## src/rtl/exmem_skid_reg_pkg.sv

```systemverilog
// EX/MEM skid register shared definitions.
// Control field layout, flag layout and occupancy encoding.
package exmem_skid_reg_pkg;

  localparam int CWIDTH = 10;
  localparam int FWIDTH = 3;

  localparam int C_REGWR  = 0;
  localparam int C_MTR_LO = 1;
  localparam int C_MTR_HI = 2;
  localparam int C_MEMWR  = 3;
  localparam int C_MEMRD  = 4;
  localparam int C_BBNE   = 5;
  localparam int C_BBEQ   = 6;
  localparam int C_BBLEZ  = 7;
  localparam int C_BBGTZ  = 8;
  localparam int C_JUMP   = 9;

  localparam int F_ZERO = 0;
  localparam int F_NEG  = 1;
  localparam int F_OVF  = 2;

  typedef enum logic [1:0] {
    S_EMPTY = 2'd0,
    S_ONE   = 2'd1,
    S_TWO   = 2'd2
  } occ_e;

endpackage

```

## src/rtl/exmem_skid_reg_branch_resolve.sv

```systemverilog
// Branch/jump resolution on the EX/MEM head entry.
// Jump takes precedence over a taken branch.
module branch_resolve #(
  parameter int AWIDTH = 32
) (
  input  logic              valid,
  input  logic              jump,
  input  logic              bbeq,
  input  logic              bbne,
  input  logic              bblez,
  input  logic              bbgtz,
  input  logic              zero,
  input  logic              negative,
  input  logic [AWIDTH-1:0] branaddr,
  input  logic [AWIDTH-1:0] jmpaddr,
  output logic              redirect,
  output logic [AWIDTH-1:0] redirect_addr
);

  logic taken;

  always_comb begin
    taken = (bbeq  & zero)
          | (bbne  & ~zero)
          | (bblez & (zero | negative))
          | (bbgtz & ~zero & ~negative);
    redirect      = valid & (jump | taken);
    redirect_addr = jump ? jmpaddr : branaddr;
  end

endmodule

```

## src/rtl/exmem_skid_reg.sv

```systemverilog
// EX/MEM pipeline register with a two-entry skid buffer.
// in_ready is registered so MEM back-pressure never reaches EX combinationally.
module exmem_skid_reg
  import exmem_skid_reg_pkg::*;
#(
  parameter int AWIDTH = 32,
  parameter int DWIDTH = 32,
  parameter int RWIDTH = 5
) (
  input  logic              clk,
  input  logic              rst_n,
  input  logic              flush,
  input  logic              in_valid,
  output logic              in_ready,
  input  logic [CWIDTH-1:0] in_ctrl,
  input  logic [DWIDTH-1:0] in_alu,
  input  logic [2:0]        in_flags,
  input  logic [RWIDTH-1:0] in_rd,
  input  logic [RWIDTH-1:0] in_rt,
  input  logic [DWIDTH-1:0] in_data2,
  input  logic [AWIDTH-1:0] in_branaddr,
  input  logic [AWIDTH-1:0] in_jmpaddr,
  output logic              out_valid,
  input  logic              out_ready,
  output logic [CWIDTH-1:0] out_ctrl,
  output logic [DWIDTH-1:0] out_alu,
  output logic [2:0]        out_flags,
  output logic [RWIDTH-1:0] out_rd,
  output logic [RWIDTH-1:0] out_rt,
  output logic [DWIDTH-1:0] out_data2,
  output logic [AWIDTH-1:0] out_branaddr,
  output logic [AWIDTH-1:0] out_jmpaddr,
  output logic              redirect,
  output logic [AWIDTH-1:0] redirect_addr,
  output logic              fwd_valid,
  output logic [RWIDTH-1:0] fwd_rd,
  output logic [DWIDTH-1:0] fwd_data
);

  occ_e state_q, state_d;
  logic accept;
  logic load_head, pop_skid, load_skid;
  logic ready_d;

  logic [CWIDTH-1:0] h_ctrl, s_ctrl;
  logic [DWIDTH-1:0] h_alu, s_alu;
  logic [2:0]        h_flags, s_flags;
  logic [RWIDTH-1:0] h_rd, s_rd;
  logic [RWIDTH-1:0] h_rt, s_rt;
  logic [DWIDTH-1:0] h_data2, s_data2;
  logic [AWIDTH-1:0] h_bra, s_bra;
  logic [AWIDTH-1:0] h_jmp, s_jmp;

  assign accept = in_valid & in_ready;

  always_ff @(posedge clk or negedge rst_n) begin
    if (!rst_n) begin
      state_q  <= S_EMPTY;
      in_ready <= 1'b1;
    end else begin
      state_q  <= state_d;
      in_ready <= ready_d;
    end
  end

  always_comb begin
    state_d = state_q;
    unique case (state_q)
      S_EMPTY: if (accept) state_d = S_ONE;
      S_ONE: begin
        if (accept && !out_ready) state_d = S_TWO;
        else if (!accept && out_ready) state_d = S_EMPTY;
      end
      S_TWO: if (out_ready) state_d = S_ONE;
      default: state_d = S_EMPTY;
    endcase
    if (flush) state_d = S_EMPTY;
  end

  always_comb begin
    out_valid = (state_q != S_EMPTY);
    ready_d   = (state_d != S_TWO);
    load_head = 1'b0;
    pop_skid  = 1'b0;
    load_skid = 1'b0;
    if (!flush) begin
      unique case (1'b1)
        state_q == S_EMPTY: load_head = accept;
        state_q == S_ONE: begin
          load_head = accept & out_ready;
          load_skid = accept & ~out_ready;
        end
        state_q == S_TWO: pop_skid = out_ready;
        default: ;
      endcase
    end
  end

  // Payload regs carry no valid bit; occupancy lives in state_q.
  always_ff @(posedge clk or negedge rst_n) begin
    if (!rst_n) begin
      h_ctrl  <= '0; h_alu <= '0; h_flags <= '0; h_rd  <= '0;
      h_rt    <= '0; h_data2 <= '0; h_bra <= '0; h_jmp <= '0;
      s_ctrl  <= '0; s_alu <= '0; s_flags <= '0; s_rd  <= '0;
      s_rt    <= '0; s_data2 <= '0; s_bra <= '0; s_jmp <= '0;
    end else begin
      if (load_head) begin
        h_ctrl  <= in_ctrl;  h_alu   <= in_alu;
        h_flags <= in_flags; h_rd    <= in_rd;
        h_rt    <= in_rt;    h_data2 <= in_data2;
        h_bra   <= in_branaddr;
        h_jmp   <= in_jmpaddr;
      end else if (pop_skid) begin
        h_ctrl  <= s_ctrl;  h_alu   <= s_alu;
        h_flags <= s_flags; h_rd    <= s_rd;
        h_rt    <= s_rt;    h_data2 <= s_data2;
        h_bra   <= s_bra;   h_jmp   <= s_jmp;
      end
      if (load_skid) begin
        s_ctrl  <= in_ctrl;  s_alu   <= in_alu;
        s_flags <= in_flags; s_rd    <= in_rd;
        s_rt    <= in_rt;    s_data2 <= in_data2;
        s_bra   <= in_branaddr;
        s_jmp   <= in_jmpaddr;
      end
    end
  end

  assign out_ctrl     = out_valid ? h_ctrl : '0;
  assign out_alu      = h_alu;
  assign out_flags    = h_flags;
  assign out_rd       = h_rd;
  assign out_rt       = h_rt;
  assign out_data2    = h_data2;
  assign out_branaddr = h_bra;
  assign out_jmpaddr  = h_jmp;

  assign fwd_valid = out_valid & h_ctrl[C_REGWR] & (h_rd != '0);
  assign fwd_rd    = h_rd;
  assign fwd_data  = h_alu;

  branch_resolve #(
    .AWIDTH(AWIDTH)
  ) u_br (
    .valid        (out_valid),
    .jump         (h_ctrl[C_JUMP]),
    .bbeq         (h_ctrl[C_BBEQ]),
    .bbne         (h_ctrl[C_BBNE]),
    .bblez        (h_ctrl[C_BBLEZ]),
    .bbgtz        (h_ctrl[C_BBGTZ]),
    .zero         (h_flags[F_ZERO]),
    .negative     (h_flags[F_NEG]),
    .branaddr     (h_bra),
    .jmpaddr      (h_jmp),
    .redirect     (redirect),
    .redirect_addr(redirect_addr)
  );

endmodule
```

## config.mk

```make
export PLATFORM = sky130hd
export DESIGN_NAME = exmem_skid_reg
export DESIGN_NICKNAME = d
export VERILOG_FILES = /design/src/rtl/exmem_skid_reg_pkg.sv /design/src/rtl/exmem_skid_reg_branch_resolve.sv /design/src/rtl/exmem_skid_reg.sv
export SDC_FILE = /design/constraint.sdc
export NUM_CORES = 1
export LEC_CHECK = 0
export CORE_MARGIN = 4
export CORE_UTILIZATION = 34
export DETAILED_ROUTE_END_ITERATION = 8
export DONT_BUFFER_PORTS = 1
export SLEW_MARGIN = 10
export SYNTH_ARGS = -nofsm -noshare
export SYNTH_HDL_FRONTEND = slang
export SYNTH_HIERARCHICAL = 1
export SYNTH_SLANG_ARGS = --single-unit
```

## constraint.sdc

```tcl
create_clock -name clk -period 2 [get_ports clk]
set_input_delay 0.2 -clock clk [delete_from_list [all_inputs] [get_ports clk]]
set_output_delay 0.2 -clock clk [all_outputs]
set_load 0.005 [all_outputs]
```

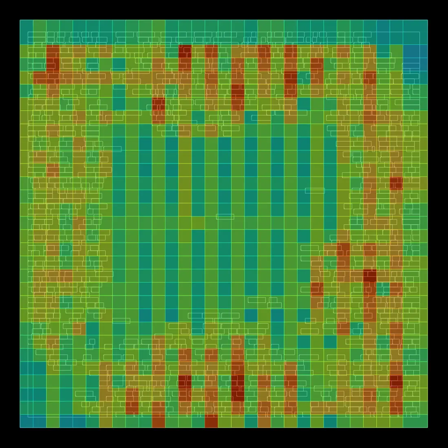
(run_1/final_congestion.png)
global-route usage over all layers: 0.143
met1 Use GR: 0.170

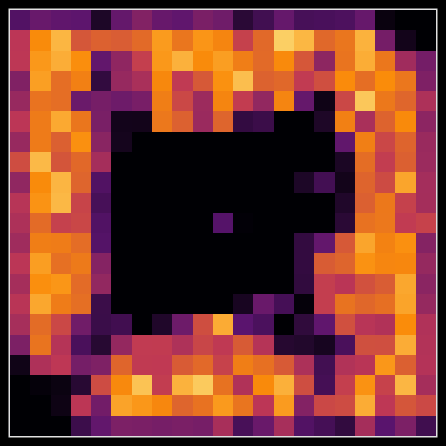
(run_1/density.png)
Drawn at 2 px/um. The die is cut into 21 by 21 equal tiles; black is low, pale yellow is high, 0 to 100% covered.
- mean over tiles: 39%
- fullest tile: 90%
- tiles over 75% full: 11%
- emptiest ninth of the die: middle
final core utilization: 0.442
core box area: 0.0412 sq mm
FP Core Util: 0.347

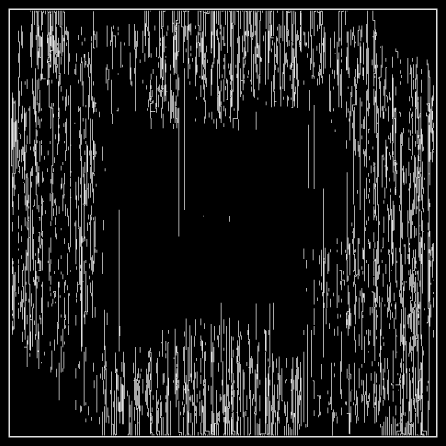
(run_1/met2.png)
Drawn at 2 px/um.
- nets with wire on the layer: 1199
- main direction: vertical
- longest straight run: 97.4 um
- wire length on this layer: 16500 um
- share of all routed wire: 49%
DRT Wirelength: 33.8 mm
vias: 8104
met2 global-route usage: 0.243

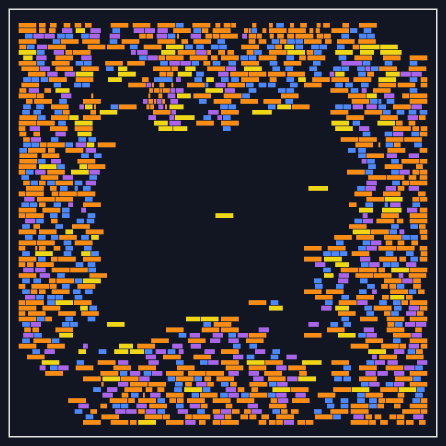
(run_1/drive_strength.png)
Drawn at 2 px/um.
- drive 1 or less: orange (cells 526; share 48%; most used dfrtp_1)
- drive 3 to 4: purple (cells 182; share 16%; most used mux2_4)
- drive 2: blue (cells 309; share 28%; most used mux2_2)
- drive 6 and up: yellow (cells 87; share 7.9%; most used clkbuf_16)
Non-CTS buffers: 220
fin worst setup slack: -0.196 ns
Syn-to-layout area delta: 27.5%
Design Area, Final: 0.0182 sq mm

==> impl_metrics.tcl, run 1 <==
# yosys + openroad results
set metrics [dict create \
    yosysWarnings 6 \
    cp_num_cells 6 \
    netlist_area_sq_mm 0.0143 \
    ir_drop_v 0.000854 \
    die_x_um 213 \
    fp_nets 1076 \
    period_minus_slack_ns 2.20 \
    cts-hold-fix-buffers 154 \
    ys_seq_frac 0.534 \
    grt_start_max_net_pins 306 \
    warning_count 33 \
    initialDrtViolationCount 329 \
    finalPower_mw 22.1 \
    finalCritPeriodShare 1.10 \
    stdcell_count 1638 \
    path_clk_slew_ns 0.06 \
    ctsHtreeMaxLevel 2 \
    whs_ns -0.612 \
    worst_slew_pin_slew_ns 0.547 \
    firstDrtPassIters 5 \
    cts_tree "built" \
    r2r_cells 6 \
    grt_setup_unrepaired "yes" \
    cp_slowest_cell "dfstp_2" \
    max-cap-violations 0 \
    hp-class "input pin to asynchronous set/reset pin" \
    maxSlewViolCount 0 \
    rows 74 \
    drc_errors 0 \
    crit_type "register to register" \
    fmax_mhz 455 \
    dp_hpwl_mm 21.8 \
    root_buffer "clkbuf_16" \
    viasPerCell 4.95 \
    chipArea_sq_mm 0.0454 \
    grt_overflow 0 \
    insertion_delay_ns 0.52 \
    drive_above_1_share 0.524 \
    cts_made_buffers 36 \
    setup_viol 180 \
    layout_top_cells "mux2_2 (303), dfrtp_1 (303), dlygate4sd3_1 (154)" \
    num_io_pins 380 \
    portBuffers 0 \
    crit_required_ns 2.39 \
    wire_per_inst_um 20.6 \
    cp_top_family "simple AND/OR/NAND/NOR gates" \
    skew_ns 0.0171 \
    syn_inst 920 \
    setup_slack_ns -0.196 \
    power.leakage_nw 8.30 \
    grt_pass1_vias 8872 \
    critPathLaunchType "register" \
    placedCellCount 1415 \
    grt_pass1_wl_mm 51.0 \
    yosys_cells 920 \
    globalplace.congestion 0.747 \
    ys_types 28 \
    clkSinkCount 305 \
    hold_viol 305 \
    clockBufferDepth 3 \
    syn_area_per_cell_sq_um 15.5 \
    synth_flops 305 \
    postRouteAntennaNets 0 \
    worstSetupEndpointType "register" \
    path_buffers 2 \
    violations "hold timing, setup timing" \
    status "complete, but fails checks" \
    nNetsFinal 1242 \
    ys_area_sq_mm 0.0143 \
    power.density_mw_per_mm2 1210 \
    antenna_found_initial 2 \
    crit_fanout 20 \
    fillers 3672 \
    worstPathArrival_ns 2.59 \
    max_stage_delay_ns 0.55 \
    die_height_um 213 \
    max_slew_margin 0.636 \
    crit_chain "nand2_4 -> or4_4 -> buf_12 -> buf_12 -> mux2_4 -> mux2_4" \
    tns_ns -21.59 \
]
==> run 1: worst reg2reg max path: stages, from the launching register on <==
cell and delay [ns]:
dfstp_2 0.55, nand2_4 0.05, or4_4 0.52, buf_12 0.20, buf_12 0.20, mux2_4 0.30, mux2_4 0.26
==> run 1: synth_stat cells <==
library cell	instances	area, sq um
dfrtp_1	304	7610
nor2b_1	13	81.3
nor2_1	3	11.3
buf_1	6	22.5
mux2_2	364	4100
nor3b_1	1	7.51
buf_2	23	115
mux2i_1	1	10.0
o21a_2	1	8.76
or4_1	1	7.51
clkbuf_1	11	41.3
inv_1	4	15.0
or4_4	1	11.3
mux2_1	31	349
buf_6	15	169
o41a_1	1	11.3
nand2_1	4	15.0
buf_4	37	278
a22oi_1	1	7.51
nand3_1	1	5.00
o22a_1	1	8.76
dfstp_2	1	26.3
nor3_1	1	5.00
o221ai_1	1	8.76
o21a_1	2	15.0
mux2_4	89	1340
a21oi_1	1	5.00
or3_1	1	6.26
==> run 1: power by group <==
group          internal (mW)  total, mW  switching, mW
clock network           3.77       6.26           2.48
registers               8.42       10.5           2.06
logic                   3.78       5.38           1.60
total                   16.0       22.1           6.14
==> run 1: repair_timing <==
action | 4_1_cts | 5_1_grt
hold endpoints to repair | 610 | 305
pin swaps | 0 | 2
cloned | 3 | 1
buffers inserted | 6 | 2
endpoints found under the setup margin | 184 | 150
resized | 50 | 33
==> run 1: cell families (layout without fill, tap and decap cells) <==
family	Yosys count	count (layout)	share of synthesized area
AOI/OAI and AO/OA	8	8	0.00455
buffers and inverters	96	280	0.0448
DFF	305	305	0.534
muxes	485	485	0.406
other	0	2	0
and+or+nand+nor	26	26	0.0105
==> run 1: metrics by stage <==
step / worst slack (ns) / instance area, sq um
6_report: -0.196 / 18200
5_1_grt: -0.241 / 18200
4_1_cts: -0.196 / 18100
3_5_place_dp: -0.219 / 15000
3_3_place_gp: -0.187 / 15000
2_1_floorplan: -0.156 / 14300
==> run 1: layout make-up <==
cell class	count	area, sq um	share of cell area
sequential	305	7640	0.419
clock buffer	50	1050	0.0579
timing repair buffer	220	2510	0.138
multi-input combinational	519	6270	0.344
tap	532	666	0.0365
antenna	2	5.00	0.000275
clock inverter	6	58.8	0.00323
inverter	4	15.0	0.000824
==> run 1: state kept, by name (all words and copies together) (netlist names) <==
register,cells
fwd_data,32
out_branaddr,32
out_data2,32
out_jmpaddr,32
s_alu,32
s_bra,32
s_data2,32
s_jmp,32
h_ctrl,10
s_ctrl,10
fwd_rd,5
out_rt,5
s_rd,5
s_rt,5
out_flags,3
s_flags,3
state_q,2
in_ready,1
==> run 1: worst paths after layout <==
check,end,startpoint,slack (ns)
max in group asynchronous,s_data2[29],rst_n,2.14
min,s_jmp[18],rst_n,-0.61
min reg2reg,s_jmp[11],s_jmp[11],0.50
max reg2reg,out_branaddr[15],in_ready,-0.20
max,out_branaddr[15],in_ready,-0.20
min in group clk,fwd_data[10],out_ready,0.10
==> run 1: layer usage <==
layer,vias up,wire [um],part of all wire,GRT usage
met2,274,16500,0.49,0.243
met5,-,0,0,0
met1,4186,14000,0.41,0.170
met3,54,2550,0.076,0.0458
li1,3590,-,-,-
met4,0,830,0.025,0.0506
==> run_1/clock_map.png <==
Drawn at 2 px/um.
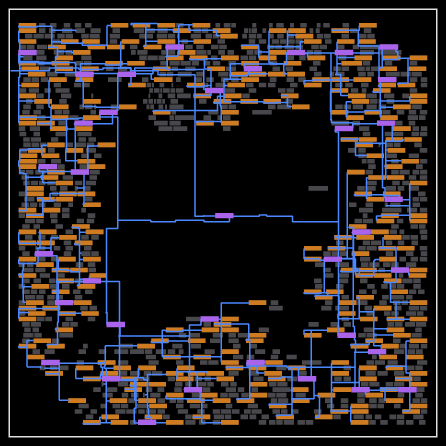

==> inputs of run 2 (changes only) <==
REMOVE_ABC_BUFFERS = 1   (was unset)
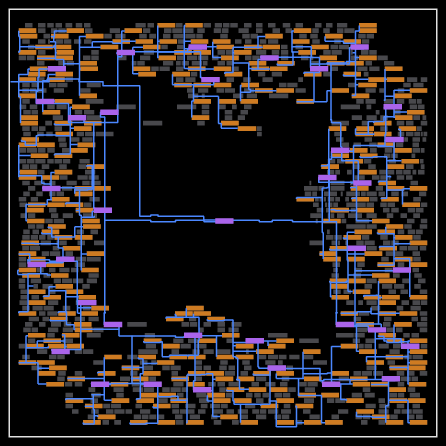
(run_2/clock_map.png)
Drawn at 2 px/um.
- cells driving clock nets: purple (count 36)
- flip-flops: orange (count 305)
- clock wires: blue (length 4230 um)
- routed clock nets: 37
clock share of power: 0.278
clock skew: 0.0102 ns

==> run 2 against run 1 <==
Clock power shrank 2%; the run still ends with hold timing, setup timing left; core utilization shrank 0.18 points; final cell count shrank 0.67%; wire length grew 2.7%; total power shrank 0.51%; global-route usage grew 0.33 points; synthesized cell count is the same; critical path depth is the same; first-iteration DRC count shrank 19%; maximum frequency grew 0.74%; highest routed layer unchanged; register-to-register slack gained 0.02 ns.
==> impl_metrics.tcl, run 2 <==
# yosys + openroad results
set metrics [dict create \
    status "complete, but fails checks" \
    violations "hold timing, setup timing" \
    fin_util 0.440 \
    postRouteAntennaNets 0 \
    num_io_pins 380 \
    core_area_sq_mm 0.0412 \
    die_height_um 213 \
    synthTopCellsByCount "mux2_2 (364), dfrtp_1 (304), mux2_4 (89)" \
    layout_top_cells "dfrtp_1 (302), mux2_2 (282), mux2_4 (171)" \
    worstSetupEndpointType "register" \
    cts_tree "built" \
    worst_slew_pin_slew_ns 0.528 \
    dp_hpwl_mm 20.8 \
    die_x_um 213 \
    rows 74 \
    lay_top_count "dfrtp_1" \
    grt_pass1_wl_mm 51.6 \
    yosysTopAreaCell "dfrtp_1" \
    crit_type "register to register" \
    fmax_mhz 459 \
    warning_count 31 \
    ys.flop_type "dfrtp_1" \
    hold_viol 305 \
    insertion_delay_ns 0.52 \
    fp-utilization 0.347 \
    finalWirelength_mm 34.7 \
    ys_types 28 \
    top_area_frac 0.533 \
    setup_viol 150 \
    netlist_area_sq_mm 0.0143 \
    wire_per_inst_um 21.3 \
    ctsHtreeMaxLevel 2 \
    grt_usage 0.146 \
    viasPerCell 4.96 \
    crit_fanout 8 \
    grt_setup_unrepaired "yes" \
    finalPower_mw 22.0 \
    setup_slack_ns -0.180 \
    crit_required_ns 2.39 \
    power.density_mw_per_mm2 1210 \
    synth_dominant_cell_count "mux2_2" \
    cts-hold-fix-buffers 155 \
    initialDrtViolationCount 265 \
    maxSlewViolCount 0 \
    area_leaders "dfrtp_1 (53%), mux2_2 (29%), mux2_4 (9.4%), mux2_1 (2.4%), buf_4 (1.9%)" \
    finalCritPeriodShare 1.09 \
    clkSinkCount 305 \
    nNetsFinal 1229 \
    worstPathArrival_ns 2.57 \
    place_ws_ns -0.239 \
    vias 8074 \
    max-cap-violations 0 \
    root_buffer "clkbuf_16" \
    syn_inst 920 \
    ir_drop_v 0.000799 \
    portBuffers 0 \
    grt_overflow 0 \
    whs_ns -0.615 \
    insertedDiodeCount 0 \
    grt_pass1_vias 8770 \
    reg2reg_from "in_ready" \
    path_clk_slew_ns 0.06 \
    max_slew_margin 0.648 \
    hp-class "input pin to asynchronous set/reset pin" \
    chipArea_sq_mm 0.0454 \
    edf_count 0 \
    grt_start_max_net_pins 306 \
    firstDrtPassIters 4 \
    drive_above_1_share 0.518 \
    yosysWarnings 6 \
    drc_errors 0 \
    power.leakage_nw 8.31 \
    period_minus_slack_ns 2.18 \
    yosys_cells 920 \
    ys_area_sq_mm 0.0143 \
    critPathLaunchType "register" \
    syn_area_per_cell_sq_um 15.5 \
    worstSetupStartpoint "in_ready" \
    globalplace.congestion 0.727 \
    ys_seq_frac 0.534 \
    antenna_found_initial 0 \
    r2r_cells 6 \
    clockBufferDepth 3 \
    async_flop_share 1.00 \
    synth_flops 305 \
    cts_made_buffers 36 \
]
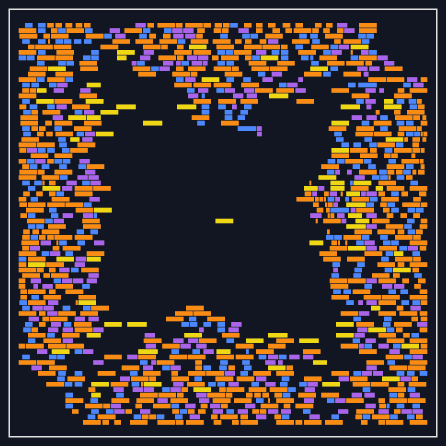
(run_2/drive_strength.png)
Drawn at 2 px/um.
- drive 6 and up: yellow (cells 72; share 6.6%; most used clkbuf_16)
- drive 3 to 4: purple (cells 201; share 18%; most used mux2_4)
- drive 1 or less: orange (cells 528; share 48%; most used dfrtp_1)
- drive 2: blue (cells 294; share 27%; most used mux2_2)
fin worst setup slack: -0.180 ns
Syn-to-layout area delta: 27.0%

==> run 2: worst paths after layout <==
| check | slack [ns] | to |
|---|---|---|
| min in group clk | 0.04 | fwd_data[10] |
| max | -0.18 | out_data2[5] |
| max in group asynchronous | 2.19 | out_branaddr[27] |
| min reg2reg | 0.50 | s_alu[29] |
| min | -0.62 | out_data2[13] |
| max reg2reg | -0.18 | out_data2[5] |
==> run 2: area by class of cell <==
| class | instances | area (sq um) |
|---|---|---|
| clock buffers | 52 | 1050 |
| repair buffers | 207 | 2380 |
| inverters | 4 | 15.0 |
| well taps | 532 | 666 |
| clock inverters | 8 | 46.3 |
| multi-input cells | 519 | 6350 |
| flip-flops and latches | 305 | 7640 |
| fillers | 3697 | 23100 |
==> run 2: per-layer routing <==
layer / vias to the layer above / share of wire / GRT usage
met3: 46 / 0.073 / 0.0438
met5: - / 0 / 0
met1: 4182 / 0.43 / 0.186
met2: 269 / 0.48 / 0.241
li1: 3577 / - / -
met4: 0 / 0.019 / 0.0440
==> run 2: cell families after synthesis <==
family          synth area share
compound gates           0.00455
simple gates              0.0105
mux                        0.406
buf+inv                   0.0448
flops                      0.534
==> run 2: where the power goes <==
group          leakage (nW)  switching, mW  internal [mW]
Combinational          4.02           1.60           3.80
Clock                 0.543           2.48           3.64
Sequential             3.74           2.07           8.42
Total                  8.31           6.15           15.9
==> run 2: per-stage QoR <==
| stage | cells | cell area, sq um | setup TNS [ns] |
|---|---|---|---|
| detailed placement | 1396 | 14800 | -27.18 |
| finish | 1627 | 18100 | -22.08 |
| CTS | 1623 | 18000 | -27.74 |
| floorplan | 828 | 13700 | -1484.70 |
| global placement | 1396 | 14800 | -23.63 |
| global route | 1627 | 18100 | -28.68 |
==> run 2: critical path, cell delays in order (launching register included) <==
cell and delay (ns):
dfstp_2 0.53, nand2_2 0.06, or4_4 0.52, buf_12 0.19, buf_16 0.16, mux2_4 0.31, mux2_4 0.27
==> run 2: repair_timing <==
action	in CTS	in global routing
endpoints found under the setup margin	151	151
hold endpoints to repair	610	305
cloned	9	3
pin swaps	1	1
setup buffers	3	1
gates resized	92	12
==> run_2/density.png <==
Drawn at 2 px/um. The die is cut into 21 by 21 equal tiles; black is low, pale yellow is high, 0 to 100% covered.
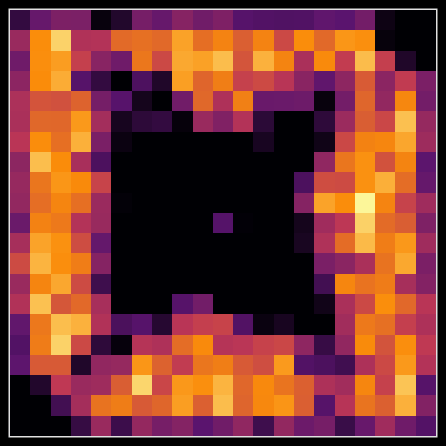

==> inputs of run 3 (changes only) <==
CTS_BUF_LIST = sky130_fd_sc_hd__clkbuf_4 sky130_fd_sc_hd__clkbuf_8 sky130_fd_sc_hd__clkbuf_16   (was unset)
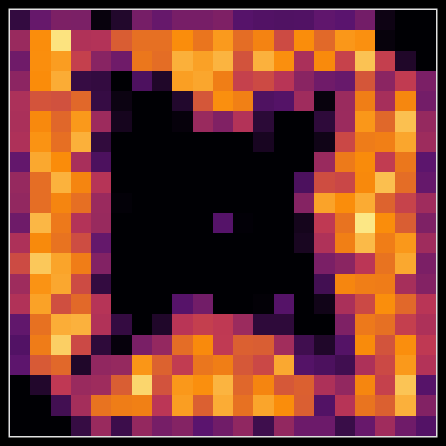
(run_3/density.png)
Drawn at 2 px/um. The die is cut into 21 by 21 equal tiles; black is low, pale yellow is high, 0 to 100% covered.
- mean over tiles: 38%
- nearly empty tiles: 24%
- emptiest ninth of the die: middle
- densest ninth of the die: right middle
- fullest tile: 95%
- tiles over 75% full: 14%
final core utilization: 0.439

==> run 3 against run 2 <==
The flow still finishes with violations (hold timing, setup timing); maximum frequency shrank 2.1%; core utilization shrank 0.14 points; synthesized cell count is the same; critical path type unchanged; critical endpoint is now fwd_rd[1]; largest cell class unchanged.
==> impl_metrics.tcl, run 3 <==
# yosys + openroad results
set metrics [dict create \
    drive_above_1_share 0.525 \
    finalWirelength_mm 34.2 \
    grt_start_max_net_pins 306 \
    edf_count 0 \
    ys_types 28 \
    hp-class "input pin to asynchronous set/reset pin" \
    ctsHtreeMaxLevel 2 \
    clockBufferDepth 3 \
    status "complete, but fails checks" \
    place_ws_ns -0.239 \
    globalplace.congestion 0.727 \
    crit_required_ns 2.40 \
    grt_overflow 0 \
    synth_flops 305 \
    async_flop_share 1.00 \
    layout_top_cells "dfrtp_1 (302), mux2_2 (284), mux2_4 (169)" \
    max_stage_delay_ns 0.59 \
    rows 74 \
    hold_viol 305 \
    die_height_um 213 \
    wire_per_inst_um 21.0 \
    warning_count 31 \
    yosysTopAreaCell "dfrtp_1" \
    synthTopCellsByCount "mux2_2 (364), dfrtp_1 (304), mux2_4 (89)" \
    num_io_pins 380 \
    syn_to_final_growth_pct 26.6 \
    setup_slack_ns -0.226 \
    grt_pass1_wl_mm 49.6 \
    netlist_area_sq_mm 0.0143 \
    ir_drop_v 0.000797 \
    grtUsageMet1 0.175 \
    cp_slowest_cell "or4_4" \
    violations "hold timing, setup timing" \
    ys_sh_aoi 0.00456 \
    insertion_delay_ns 0.52 \
    drc_errors 0 \
    critPathLaunchType "register" \
    fp-utilization 0.347 \
    synth_dominant_cell_count "mux2_2" \
    setup_viol 150 \
    antenna_found_initial 0 \
    busiest_layer "met2" \
    yosysWarnings 6 \
    crit_type "register to register" \
    ys.flop_type "dfrtp_1" \
    crit_path_frequent_cell "mux2_4" \
    nNetsFinal 1227 \
    mux_share 0.406 \
    use_met2 0.230 \
    syn_area_per_cell_sq_um 15.5 \
    viasPerCell 4.96 \
    worst_slew_pin_slew_ns 0.533 \
    period_minus_slack_ns 2.23 \
    lay_top_count "dfrtp_1" \
    whs_ns -0.618 \
    grt_usage 0.139 \
    ys_sh_adder 0 \
    crit_chain "nand2_2 -> or4_4 -> buf_12 -> clkbuf_16 -> mux2_4 -> mux2_4" \
    grt_setup_unrepaired "yes" \
    portBuffers 0 \
    yosys_cells 920 \
    max_slew_margin 0.645 \
    area_leaders "dfrtp_1 (53%), mux2_2 (29%), mux2_4 (9.4%), mux2_1 (2.4%), buf_4 (1.9%)" \
    ys_seq_frac 0.534 \
    final-seq-area_sq_mm 0.00764 \
    cts_made_buffers 36 \
    chipArea_sq_mm 0.0454 \
    maxSlewViolCount 0 \
    ys_area_sq_mm 0.0143 \
    initialDrtViolationCount 248 \
    gr-usage-met3 0.0417 \
    vias 8067 \
    firstDrtPassIters 4 \
    worstPathArrival_ns 2.62 \
    crit_fanout 6 \
    postRouteAntennaNets 0 \
    cts-hold-fix-buffers 154 \
    finalCritPeriodShare 1.11 \
    synthSimpleGateAreaFrac 0.0105 \
    insertedDiodeCount 0 \
    fillers 3704 \
    max-cap-violations 0 \
]
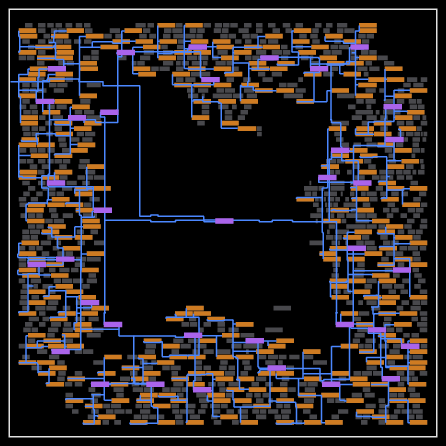
(run_3/clock_map.png)
Drawn at 2 px/um.
- flip-flops: orange (count 305)
- clock wires: blue (length 4240 um)
- cells driving clock nets: purple (count 36)
- routed clock nets: 37
- flops lie: all over the die
clock skew: 0.0119 ns
P_clk: 6.23 mW
clock share of power: 0.282

run 3: cell type report:
type,count,area share
sequential,305,0.422
inverter,4,0.000830
clock inverter,8,0.00256
multi-input combinational,519,0.351
timing repair buffer,205,0.127
clock buffer,52,0.0598
tap,532,0.0368
run 3: final timing paths:
path                            startpoint  slack [ns]  cells after the start            end
min in group clk                     flush        0.02                      2       in_ready
worst max register to register    in_ready       -0.23                      6      fwd_rd[1]
worst min register to register   s_alu[29]        0.50                      1      s_alu[29]
worst max-delay path              in_ready       -0.23                      6      fwd_rd[1]
worst min-delay path                 rst_n       -0.62                      0  out_data2[13]
max in group asynchronous            rst_n        2.16                      0      s_alu[25]
run 3: repair_timing:
item                                    CTS  global route
endpoints found under the setup margin  151           151
endpoints found under the hold margin   610           305
setup buffers                             3             2
pin swaps                                 1             0
cloned                                    3             7
gates resized                            31            68
run 3: kinds of logic after synthesis:
kind of cell,Yosys count
muxes,485
DFF,305
buffers and inverters,96
and+or+nand+nor,26
AOI/OAI and AO/OA,8
run 3: critical path: cells and delay by family, from the launching register on:
family | cells | cell delay, ns
AND/OR/NAND/NOR | 2 | 0.65
flip-flops | 1 | 0.53
multiplexers | 2 | 0.54
buffers and inverters | 2 | 0.37
run 3: per-layer routing:
layer / wire length, um / share of wire / vias up
met3: 2510 / 0.073 / 47
met4: 680 / 0.020 / 0
met1: 14600 / 0.43 / 4185
li1: - / - / 3562
met2: 16400 / 0.48 / 273
met5: 0 / 0 / -
run 3: metrics by stage:
step                      std cells  utilization  cell area [sq um]  total power [mW]  hold slack, ns
after floorplan                 828            -              13700              13.7         -0.0956
after global placement         1396        0.358              14800              14.9         -0.0880
after detailed placement       1396        0.358              14800              15.1         -0.0885
after CTS                      1616        0.429              17700              22.0          -0.663
after global routing           1625        0.439              18100              23.3          -0.659
final                          1625        0.439              18100              22.1          -0.618
run 3: power by group:
group	leakage (nW)	switching (mW)	internal (mW)	total, mW
logic	3.99	1.58	3.77	5.35
registers	3.74	2.06	8.42	10.5
clock network	0.571	2.49	3.74	6.23
total	8.30	6.13	15.9	22.1
Power is estimated from default activity; no workload was simulated.
